$ cat src/rtl/program_loader.sv
// Boot loader: receives a length-prefixed, XOR-checksummed byte stream and writes
// big-endian 32-bit words into instruction memory while holding the CPU halted.
module program_loader #(
  parameter int unsigned ADDR_WIDTH = 10
) (
  input  logic                  clock,
  input  logic                  reset_n,
  input  logic                  start,
  input  logic [7:0]            rx_data,
  input  logic                  rx_valid,
  output logic                  rx_ready,
  output logic                  mem_wr_en,
  output logic [ADDR_WIDTH-1:0] mem_wr_addr,
  output logic [31:0]           mem_wr_data,
  output logic                  cpu_hold,
  output logic                  done,
  output logic                  error,
  output logic [ADDR_WIDTH:0]   words_loaded
);

  localparam int unsigned MAX_WORDS = 32'd1 << ADDR_WIDTH;

  typedef enum logic [2:0] {
    S_IDLE, S_LEN_HI, S_LEN_LO, S_DATA, S_WRITE, S_CSUM, S_DONE, S_ERROR
  } state_t;

  state_t      state;
  state_t      state_next;
  logic [15:0] len;
  logic [31:0] word_sr;
  logic [7:0]  csum;
  logic [1:0]  byte_idx;
  logic        xfer;
  logic        clear;

  always_ff @(posedge clock or negedge reset_n) begin
    if (!reset_n) state <= S_IDLE;
    else          state <= state_next;
  end

  // Next-state logic; a byte is only consumed when rx_ready was presented.
  always_comb begin
    state_next = state;
    clear      = 1'b0;
    xfer       = rx_valid && rx_ready;
    case (state)
      S_IDLE, S_DONE, S_ERROR: begin
        if (start) begin
          state_next = S_LEN_HI;
          clear      = 1'b1;
        end
      end
      S_LEN_HI: if (xfer) state_next = S_LEN_LO;
      S_LEN_LO: begin
        if (xfer) begin
          if ({len[15:8], rx_data} == 16'd0)                 state_next = S_CSUM;
          else if (32'({len[15:8], rx_data}) > MAX_WORDS)    state_next = S_ERROR;
          else                                               state_next = S_DATA;
        end
      end
      S_DATA: if (xfer && byte_idx == 2'd3) state_next = S_WRITE;
      S_WRITE: begin
        if (32'(words_loaded) + 32'd1 == 32'(len)) state_next = S_CSUM;
        else                                       state_next = S_DATA;
      end
      S_CSUM: begin
        if (xfer) state_next = (rx_data == csum) ? S_DONE : S_ERROR;
      end
      default: state_next = S_IDLE;
    endcase
  end

  // Datapath and registered status outputs, the latter decoded from the next state.
  always_ff @(posedge clock or negedge reset_n) begin
    if (!reset_n) begin
      rx_ready     <= 1'b0;
      mem_wr_en    <= 1'b0;
      mem_wr_addr  <= '0;
      mem_wr_data  <= '0;
      cpu_hold     <= 1'b1;
      done         <= 1'b0;
      error        <= 1'b0;
      words_loaded <= '0;
      len          <= '0;
      word_sr      <= '0;
      csum         <= '0;
      byte_idx     <= '0;
    end else begin
      rx_ready  <= (state_next == S_LEN_HI) || (state_next == S_LEN_LO) ||
                   (state_next == S_DATA)   || (state_next == S_CSUM);
      mem_wr_en <= (state_next == S_WRITE);
      cpu_hold  <= (state_next != S_DONE);
      done      <= (state_next == S_DONE);
      error     <= (state_next == S_ERROR);

      if (clear) begin
        words_loaded <= '0;
        byte_idx     <= '0;
        csum         <= '0;
        len          <= '0;
        word_sr      <= '0;
      end

      if (state == S_LEN_HI && xfer) len[15:8] <= rx_data;
      if (state == S_LEN_LO && xfer) len[7:0]  <= rx_data;

      if (state == S_DATA && xfer) begin
        word_sr  <= {word_sr[23:0], rx_data};
        csum     <= csum ^ rx_data;
        byte_idx <= byte_idx + 2'd1;
        if (byte_idx == 2'd3) begin
          mem_wr_addr <= words_loaded[ADDR_WIDTH-1:0];
          mem_wr_data <= {word_sr[23:0], rx_data};
        end
      end

      if (state == S_WRITE) words_loaded <= words_loaded + (ADDR_WIDTH+1)'(1);
    end
  end

endmodule

$ cat config.mk
export PLATFORM = sky130hd
export DESIGN_NAME = program_loader
export DESIGN_NICKNAME = d
export VERILOG_FILES = /design/src/rtl/program_loader.sv
export SDC_FILE = /design/constraint.sdc
export NUM_CORES = 1
export LEC_CHECK = 0
export ABC_AREA = 1
export CAP_MARGIN = 25
export CORE_ASPECT_RATIO = 0.5
export CORE_MARGIN = 2
export CORE_UTILIZATION = 25
export CTS_CLUSTER_DIAMETER = 40
export DETAILED_ROUTE_END_ITERATION = 7
export HOLD_SLACK_MARGIN = 0.06
export PLACE_DENSITY = 0.51
export RECOVER_POWER = 50
export SYNTH_ARGS = -nofsm -noshare
export SYNTH_HDL_FRONTEND = slang
export SYNTH_SLANG_ARGS = --single-unit
$ cat constraint.sdc
create_clock -name clock -period 1.85 [get_ports clock]
set_clock_uncertainty 0.2 [all_clocks]
set_input_delay 0.37 -clock clock [delete_from_list [all_inputs] [get_ports clock]]
set_output_delay 0.37 -clock clock [all_outputs]
set_load 0.1 [all_outputs]
congestion.png
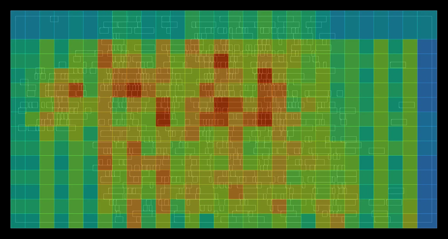
Most Crowded Layer GR: met2
final design utilization: 37.4%
GRT Total Usage: 14.1%
grt met1 use: 21.0%
Avg WL per Cell: 14.4 um

detail.png
Bar = 10 um. Region (81, 11) to (121, 51) um. Cells in grey, sequential cells in the stronger grey; small squares are vias.
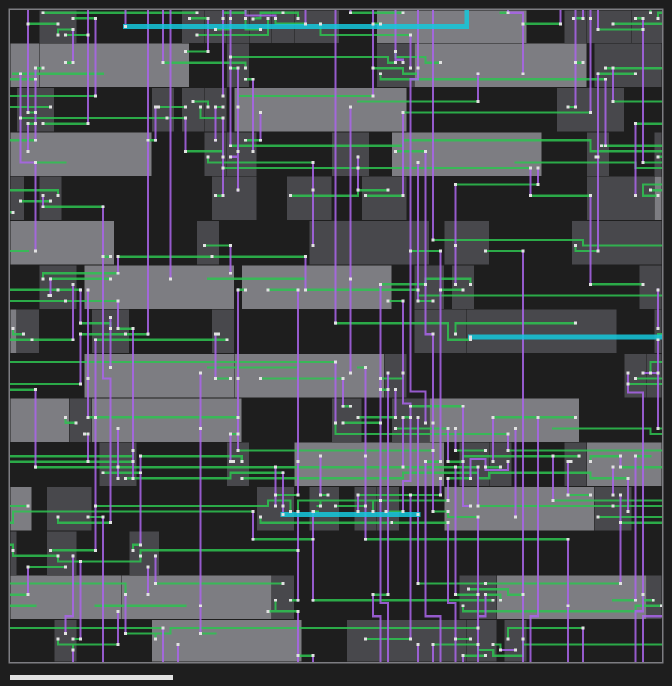
| colour | layer |
|---|---|
| purple | metal 2 |
| green | metal 1 |
| cyan | metal 3 |
cells with their middle in the window: 86
most frequent: dfrtp_1 (18), nand2_1 (16), inv_1 (12)
sequential cells in the window: 20
netlist names of flops here include: `mem_wr_data` (8), `word_sr` (7), `len` (3)

sizes.png
Bar = 50 um.
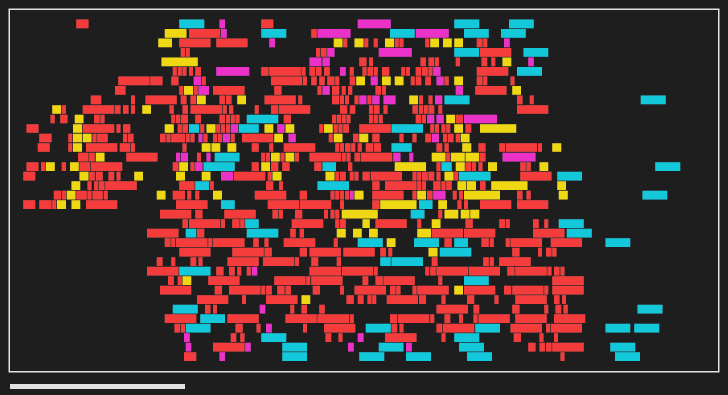
| colour | size | cells | most used |
|---|---|---|---|
| cyan | _6 and larger | 63 | buf_12 |
| red | _0 and _1 cells | 503 | nand2_1 |
| magenta | _2 cells | 54 | nand2_2 |
| yellow | _3 and _4 cells | 95 | buf_4 |
synthesis-to-layout area growth: 47.2%
Final Cell Area: 7250 um2
Buffers, non-clock: 152
PnR worst setup slack: -0.280 ns

==> Slide: Implementation Results <==
Implementation Results

Placement
  • PortBufs: approximately 70
  • Worst slack, placed: -0.552 ns
  • Placed Area: 7170 um2
  • Final Wtd Congestion: 0.834

Final layout
  • Inverters excl. clock: about 84
  • Layout clock buffer count: 9
  • Share of layout cells above drive strength 1: slightly below 30%
  • Most common logic cell in the routed design: nand2_1
  • Fraction of area in registers: about two fifths
  • Top cells excl fill/tap: nand2_1, dfrtp_1, inv_1
  • Multi-In Gates: 352
  • Diodes inserted: 0
  • Fin cells: 981

Logic synthesis
  • XOR-XNOR Cells, Area Fraction: 1.42%
  • Yosys cell types: 30
  • Post-Synthesis Cells: 563
  • Post-synth mux share: 0%
  • Yosys warns: 0
  • Yosys cell count: 563
  • And+or+nand+nor area frac: 21.1%
  • Floorplan Nets: 577
  • Synth Cell Area: 4930 um2

STA
  • Final Hold Vio Count: 0
  • RSZ-0062 raised after global routing: yes
  • Final setup fails: 7
  • Slew headroom: 40.1%
  • Setup TNS: -1.38 ns
  • PnR worst setup slack: -0.280 ns
  • Cycle use final: 115%

Status
  • Status: finished with violations
  • Failing checks: setup timing

Clock tree
  • H-tree depth: 3
  • Late-Pin Clk Latency: 0.35 ns
  • CTS tree: done
  • Worst-path clk slew: 0.08 ns
  • # clock sinks: 111
  • CTS Hold Bufs: 1

Route
  • Post-route ant nets: 0
  • Drt pass-1 iters: 4

Setup path
  • Capturing point of the worst reg2reg path: rx_ready
  • R2R setup slack: -0.28 ns
  • CP arrival: 2.18 ns
  • Stages on worst setup path: 15
  • Worst setup path start: words_loaded[1]
  • Reg2Reg Depth: 15
  • Startpoint types: flip-flop
  • Worst path required time: 1.90 ns
  • Max stage delay on crit path: 0.50 ns

Global routing
  • First-pass GRT wire length: 23.0 mm
  • M3 GR Usage: 2.29%
  • Initial antenna violation count: 0
  • Number of global-route vias before repair: 4266

Die
  • Die ar.: 20900 um2
  • Top-Level Pins: 70
  • FP Util: 25.4%
  • Die Width: 203 um

Run
  • Max-cap violation count: 0

Power
  • Power per cell area: ~1500 nW/um2
layer_met1.png
Bar = 50 um. Supply wires on this layer in grey.
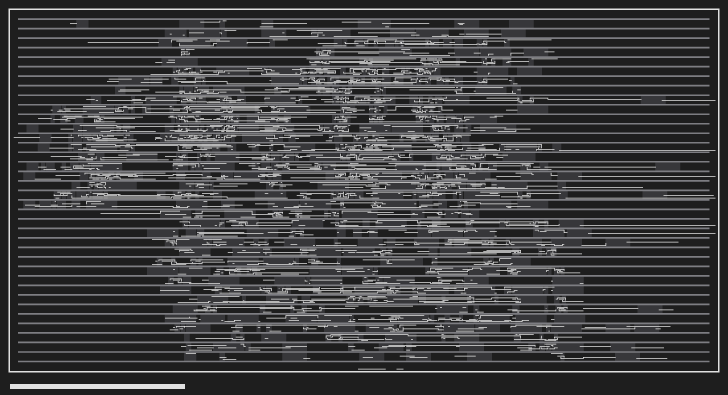
wire length on this layer: 7400 um
nets with wire on the layer: 669
share of all routed wire: 52%
main direction: horizontal
vias: 4255
final WL: 14.1 mm

layer_met2.png
Bar = 50 um.
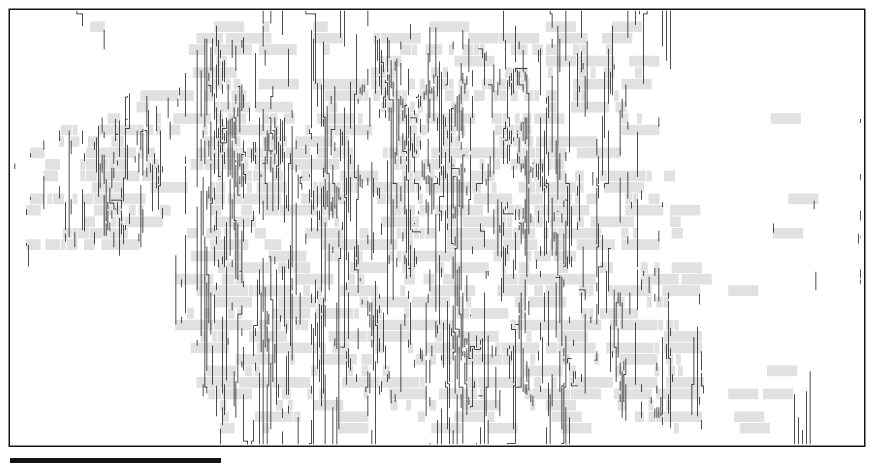
main direction: vertical
nets with wire on the layer: 592
longest straight run: 41.1 um
share of all routed wire: 44%
wire length on this layer: 6200 um
GR Util met2: 21.7%

worst min path at each step:
stage | from | endpoint | slack [ns] | depth (start not counted)
finish | mem_wr_data[9] | mem_wr_data[9] | 0.28 | 2
global route | mem_wr_data[17] | mem_wr_data[17] | 0.32 | 2
CTS | byte_idx[1] | byte_idx[1] | 0.32 | 1
detailed placement | reset_n | mem_wr_data[4] | 0.18 | 1
global placement | reset_n | mem_wr_data[4] | 0.18 | 1
floorplan | reset_n | byte_idx[0] | -0.13 | 0
Yosys cell counts:
cell type | number | share of area, %
nor2_1 | 27 | 2.1
nor2_2 | 3 | 0.38
o2111a_1 | 1 | 0.23
ha_1 | 2 | 0.51
xor2_1 | 3 | 0.53
nor2_8 | 1 | 0.41
a21oi_2 | 1 | 0.18
and2_1 | 1 | 0.13
o21ai_0 | 55 | 5.6
nand3_1 | 39 | 4.0
o22ai_1 | 46 | 5.8
clkinv_2 | 1 | 0.10
inv_2 | 2 | 0.15
nand2_1 | 130 | 9.9
or2_2 | 1 | 0.13
xnor2_1 | 5 | 0.89
dfrtp_1 | 110 | 56
nand2_4 | 1 | 0.23
inv_1 | 80 | 6.1
dfstp_2 | 1 | 0.53
nand2_2 | 11 | 1.4
clkinv_1 | 1 | 0.076
a21oi_1 | 3 | 0.30
clkbuf_1 | 12 | 0.91
nand3_2 | 3 | 0.61
nand4_1 | 11 | 1.4
o21ai_1 | 5 | 0.51
nor2_4 | 2 | 0.46
buf_2 | 4 | 0.41
a32o_1 | 1 | 0.20
power by group:
group          internal [uW]  switching [uW]  leakage (uW)
combinational           1770            3440       0.00181
clock                    968             992      0.000149
sequential              3060             407       0.00148
layer usage:
layer  share of wire, %  vias to the layer above
met4               0.62                        0
met1                 52                     2045
met5                  0                        -
li1                   -                     2139
met3                3.2                        6
met2                 44                       65
Power is estimated from default activity; no workload was simulated.
